**src/rtl/dyt_pipe_ctrl_pkg.sv**
```systemverilog
// Shared types for the IF/ID/EX pipeline controller.
// Latency: n/a (types and constant helpers only).
// Backpressure: n/a.
package dyt_pipe_ctrl_pkg;

    // Stall FSM states. RUN is the reset state.
    typedef enum logic [1:0] {
        RUN      = 2'd0,
        MEM_WAIT = 2'd1,
        HALTED   = 2'd2
    } pipe_state_t;

    // Architectural register index.
    typedef logic [4:0] regbits_t;

    // Width of the data-memory wait timer.
    // Always at least one bit, so a disabled timeout (0) still elaborates.
    function automatic int timer_w(input int timeout);
        return (timeout < 2) ? 1 : $clog2(timeout + 1);
    endfunction

endpackage

```
**src/rtl/dyt_hazard_detect.sv**
```systemverilog
// Load-use hazard compare between the load in EX and the sources of the ID instruction.
// Latency: purely combinational, zero cycles.
// Backpressure: none; the caller decides when the result is acted on.
module dyt_hazard_detect
    import dyt_pipe_ctrl_pkg::*;
(
    input  logic     ex_memRead,
    input  logic     ex_RegWrite,
    input  regbits_t ex_rd,
    input  regbits_t id_rs1,
    input  regbits_t id_rs2,
    output logic     luse
);

    logic rd_live;
    logic rs_match;

    // x0 is hardwired to zero, so a load targeting it never creates a dependency.
    always_comb begin
        rd_live  = ex_memRead && ex_RegWrite && (ex_rd != 5'd0);
        rs_match = (ex_rd == id_rs1) || (ex_rd == id_rs2);
        luse     = rd_live && rs_match;
    end

endmodule

```
**src/rtl/dyt_pipe_ctrl.sv**
```systemverilog
// Pipeline sequencer: PC / IF-ID / ID-EX enables and flushes; optional stats via DYT_PIPE_STATS_EN.
// Latency: enables and flushes are combinational; halt and mem_err register on the next edge.
// Backpressure: an unfinished data access freezes the pipe; a missing fetch injects an ID bubble.
module dyt_pipe_ctrl
    import dyt_pipe_ctrl_pkg::*;
#(
    parameter int MEM_TIMEOUT = 255
`ifdef DYT_PIPE_STATS_EN
    ,
    parameter int CNT_W = 32
`endif
)(
    input  logic     CLK,
    input  logic     nRST,
    input  logic     ihit,
    input  logic     dhit,
    input  logic     ex_memRead,
    input  logic     ex_memWrite,
    input  logic     ex_RegWrite,
    input  regbits_t ex_rd,
    input  regbits_t id_rs1,
    input  regbits_t id_rs2,
    input  logic     ex_redirect,
    input  logic     ex_halt,
    output logic     pc_en,
    output logic     ifid_en,
    output logic     ifid_flush,
    output logic     idex_en,
    output logic     idex_flush,
    output logic     halt,
    output logic     mem_err
`ifdef DYT_PIPE_STATS_EN
    ,
    output logic [CNT_W-1:0] stall_cnt,
    output logic [CNT_W-1:0] flush_cnt
`endif
);

    localparam int             TW       = timer_w(MEM_TIMEOUT);
    localparam logic [TW-1:0]  TMO_LAST = TW'((MEM_TIMEOUT == 0) ? 0 : MEM_TIMEOUT - 1);
    localparam bit             TMO_ON   = (MEM_TIMEOUT != 0);

    pipe_state_t   state_q;
    pipe_state_t   state_d;
    logic [TW-1:0] timer_q;
    logic [TW-1:0] timer_d;
    logic          mem_err_q;
    logic          err_set;
    logic          dmem_pend;
    logic          mem_stall;
    logic          luse;

    dyt_hazard_detect u_hazard (
        .ex_memRead  (ex_memRead),
        .ex_RegWrite (ex_RegWrite),
        .ex_rd       (ex_rd),
        .id_rs1      (id_rs1),
        .id_rs2      (id_rs2),
        .luse        (luse)
    );

    // Data access still outstanding this cycle: the whole pipe must freeze.
    always_comb begin
        dmem_pend = ex_memRead | ex_memWrite;
        mem_stall = dmem_pend & ~dhit;
    end

    // Priority-ordered stall/flush decode plus next-state and timer update.
    // A load-use or redirect sitting behind a data access is only reached on the
    // dhit cycle, because the freeze branch above it catches every earlier cycle.
    always_comb begin
        pc_en      = 1'b1;
        ifid_en    = 1'b1;
        ifid_flush = 1'b0;
        idex_en    = 1'b1;
        idex_flush = 1'b0;
        state_d    = state_q;
        timer_d    = '0;
        err_set    = 1'b0;

        if (state_q == HALTED) begin
            pc_en   = 1'b0;
            ifid_en = 1'b0;
            idex_en = 1'b0;
        end else if ((state_q == RUN) && ex_halt) begin
            pc_en   = 1'b0;
            ifid_en = 1'b0;
            idex_en = 1'b0;
            state_d = HALTED;
        end else if (mem_stall) begin
            pc_en   = 1'b0;
            ifid_en = 1'b0;
            idex_en = 1'b0;
            state_d = MEM_WAIT;
            timer_d = (timer_q == {TW{1'b1}}) ? timer_q : timer_q + 1'b1;
            if (TMO_ON && (state_q == MEM_WAIT) && (timer_q == TMO_LAST)) begin
                err_set = 1'b1;
                state_d = HALTED;
            end
        end else begin
            // Access finished (or none pending): back to RUN with a clean timer.
            state_d = RUN;
            if (ex_redirect) begin
                // The PC load also discards any fetch still in flight.
                ifid_flush = 1'b1;
                idex_flush = 1'b1;
            end else if (luse) begin
                // Hold PC and the ID instruction one cycle, bubble into EX.
                pc_en      = 1'b0;
                ifid_en    = 1'b0;
                idex_flush = 1'b1;
            end else if (!ihit) begin
                // Fetch not back yet: keep PC, feed a bubble into ID.
                pc_en      = 1'b0;
                ifid_flush = 1'b1;
            end
        end
    end

    // FSM state, wait timer and sticky memory-error flag.
    always_ff @(posedge CLK or negedge nRST) begin
        if (!nRST) begin
            state_q   <= RUN;
            timer_q   <= '0;
            mem_err_q <= 1'b0;
        end else begin
            state_q   <= state_d;
            timer_q   <= timer_d;
            mem_err_q <= mem_err_q | err_set;
        end
    end

    // HALTED is only left through reset, so the state itself is the sticky flag.
    always_comb begin
        halt    = (state_q == HALTED);
        mem_err = mem_err_q;
    end

`ifdef DYT_PIPE_STATS_EN
    logic stall_evt;
    logic flush_evt;

    // Counter events; nothing counts once halted, so both counters hold there.
    always_comb begin
        stall_evt = (state_q != HALTED) && !pc_en;
        flush_evt = idex_flush;
    end

    // Saturating performance counters.
    always_ff @(posedge CLK or negedge nRST) begin
        if (!nRST) begin
            stall_cnt <= '0;
            flush_cnt <= '0;
        end else begin
            if (stall_evt && (stall_cnt != {CNT_W{1'b1}})) begin
                stall_cnt <= stall_cnt + 1'b1;
            end
            if (flush_evt && (flush_cnt != {CNT_W{1'b1}})) begin
                flush_cnt <= flush_cnt + 1'b1;
            end
        end
    end
`endif

endmodule
```
**config.mk**
```make
export PLATFORM = sky130hd
export DESIGN_NAME = dyt_pipe_ctrl
export DESIGN_NICKNAME = d
export VERILOG_FILES = /design/src/rtl/dyt_pipe_ctrl_pkg.sv /design/src/rtl/dyt_hazard_detect.sv /design/src/rtl/dyt_pipe_ctrl.sv
export SDC_FILE = /design/constraint.sdc
export NUM_CORES = 1
export LEC_CHECK = 0
export ABC_CLOCK_PERIOD_IN_PS = 4030
export CORE_MARGIN = 4
export CORE_UTILIZATION = 40
export CTS_CLUSTER_SIZE = 20
export DETAILED_ROUTE_END_ITERATION = 12
export HOLD_SLACK_MARGIN = 0.05
export PLACE_DENSITY_LB_ADDON = 0.05
export SYNTH_ARGS = -nofsm -noshare
export SYNTH_HDL_FRONTEND = slang
export SYNTH_SLANG_ARGS = --single-unit
export TNS_END_PERCENT = 50
```
**constraint.sdc**
```tcl
create_clock -name CLK -period 4.03 [get_ports CLK]
set_input_delay 0.806 -clock CLK [delete_from_list [all_inputs] [get_ports CLK]]
set_output_delay 0.806 -clock CLK [all_outputs]
set_load 0.02 [all_outputs]
```
==> images/sizing.png <==
The bar under the picture is 20 um long.
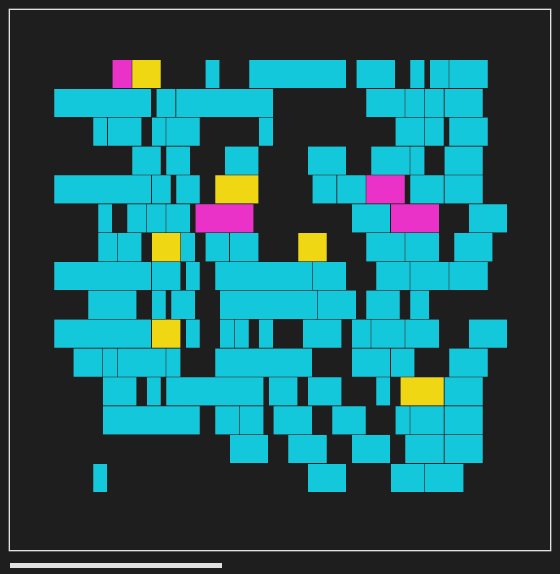
[x1 and smaller] cyan | cells: 106 | share: 91%
[x2] magenta | cells: 4 | share: 3.4%
[x3 and x4] yellow | cells: 6 | share: 5.2%

==> images/congestion_map.png <==
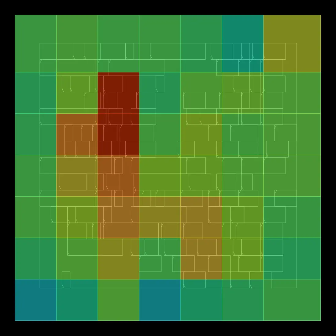
GRT Total Usage: 0.165
routing usage on met1: 0.193
Avg WL per Cell: 12.9 um
met2 Resource Use GR: 0.273
final core occ: 0.632

==> images/layers.png <==
Only two layers are drawn.
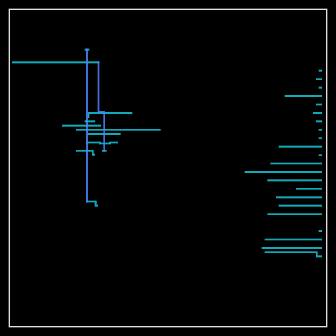
[M3] cyan | wire length: 159 um
[M4] blue | wire length: 39.7 um
Routed WL: 1.82 mm
vias: 726

==> images/m1.png <==
The bar under the picture is 20 um long. Supply wires on this layer in grey. Cells faint in the background.
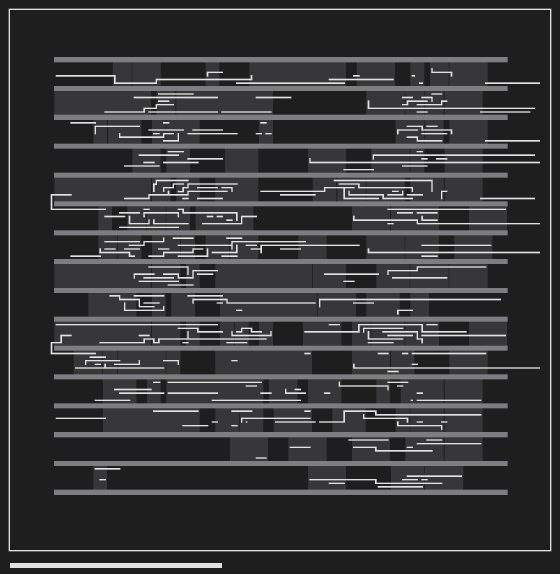
nets with wire on the layer: 126
wire length on this layer: 852 um
share of all routed wire: 47%
main direction: horizontal

==> images/m2.png <==
The bar under the picture is 20 um long. Cells faint in the background.
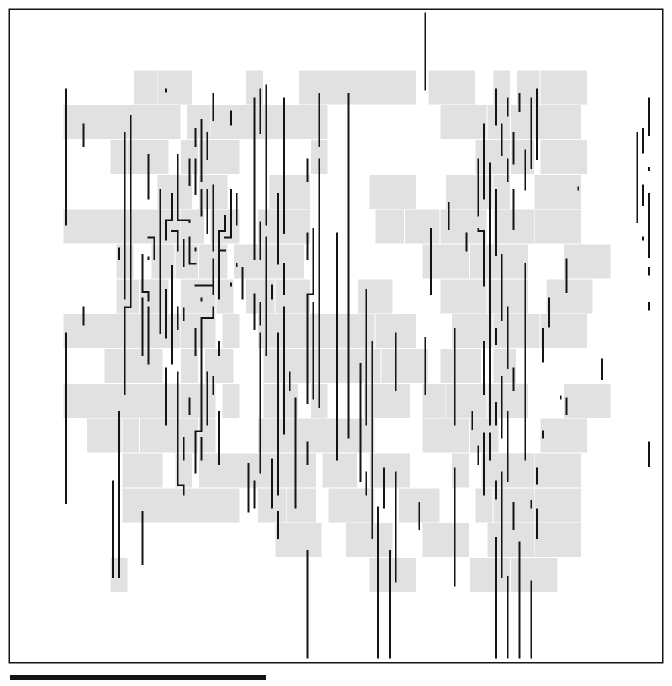
main direction: vertical
wire length on this layer: 774 um

==> impl_metrics.toml <==
# physical design summary
[cells_and_area]
fillers = 155
sh_seq_area = 0.249
mostFrequentLayoutCells = "clkdlybuf4s50_1 (30), xnor2_1 (13), nand2_1 (11), dfrtp_1 (11), nor2_1 (7)"
comb_area_um2 = 454
inverters = 2
mostFrequentLayoutCell = "clkdlybuf4s50_1"
clock_cell_area_share = 0.0249
sh_comb_area = 0.412
seqCellArea_um2 = 275
n_all_buffers = 31

[power_and_ir_drop]
powerSeq_mw = 0.110
pg_comb_mw = 0.0441
sequentialPowerShare = 0.481
sw_frac_of_total = 0.232
p_int_mw = 0.176
maxPowerGroup = "sequential cells"
clkPwrFrac = 0.327

[die]
io_pins = 31
n_tap_cell = 25
die_y_um = 50.9
initial_core_util = 0.422
design.die.area_mm2 = 0.00259
coreArea_mm2 = 0.00175
rows = 15

[final_timing]
maxClockFrequency_mhz = 272
finalSetupTns_ns = 0
hold_viol_final = 0
hold_ws_ns = 0.501
drv_slew = 0
relSlewSlack = 0.681
finalCriticalPeriod_ns = 3.67
worst_slack_ns = 0.360
worst_pin_slew_ns = 0.477

[route]
route.detailed.drc = 0
viasPerCell = 5.15
ant_nets = 0

[yosys]
ys_types = 29
xor_share = 0.154
syn_inst = 81
mux_area_frac = 0
ys_top_logic_family = "simple AND/OR/NAND/NOR gates"
ys_seq_share = 0.374
synth-main-ff-cell = "dfrtp_1"
yosysChipArea_um2 = 737
synth_nets = 107
avgSynthCellArea_um2 = 9.10
synth-edff-count = 0
synthArstFlopShare = 1.00
yosys.area_share.simple = 0.236
fa_ha_area_frac = 0.0340

[global_route]
grt_pass1_vias = 705
grt-ovfl-total = 0
grt_pass1_wl_mm = 3.13

[critical_path]
path_class = "input port to output pin"
reg2reg_depth = 5
critPathCapture = "pc_en"
critical_path.startpoint = "ex_rd[1]"
cp-start-kind = "input port"
path_cells = "clkdlybuf4s50_1 > or4_4 > o211ai_2 > nor2_1 > a21oi_1 > clkdlybuf4s50_1"
cp_common_cell = "clkdlybuf4s50_1"
path_depth = 6
cp-end-kind = "output pin"
path_buffers = 2
crit_arrival_ns = 2.86
reg2reg_to = "timer_q[1]"

[hold_path]
min_to = "mem_err"
hp-class = "flip-flop to flip-flop"

[run_status]
status = "complete, no violations"

[clocking]
cts_root_buf = "clkbuf_4"
postCtsSetupBuffers = 0
cts.sinks = 11
ctsHoldBuffers = 0

[placed_design]
hpwlAfterDp_mm = 1.46
place_area_mm2 = 0.00108
## state kept, by name (all words and copies together) (netlist names)
register	count
state_q	2
mem_err	1
timer_q	8
## cell usage after synthesis (all sizes together) (2+ instances only)
cell	count	area share
xnor2	13	0.15
nor2b	2	0.017
nand3	4	0.027
nor2	7	0.036
o21ai	3	0.020
dfrtp	11	0.37
ha	2	0.034
a21oi	2	0.014
inv	2	0.010
a31oi	3	0.025
o211ai	2	0.027
nor3	2	0.014
nand2	11	0.056
a211oi	3	0.031
## metal layers
| layer | global-route usage | wire, um | vias up |
|---|---|---|---|
| met5 | 0 | 0 | - |
| met2 | 0.273 | 774 | 40 |
| met1 | 0.193 | 851 | 316 |
| met3 | 0.0466 | 158 | 5 |
| li1 | - | - | 365 |
| met4 | 0.0807 | 39 | 0 |
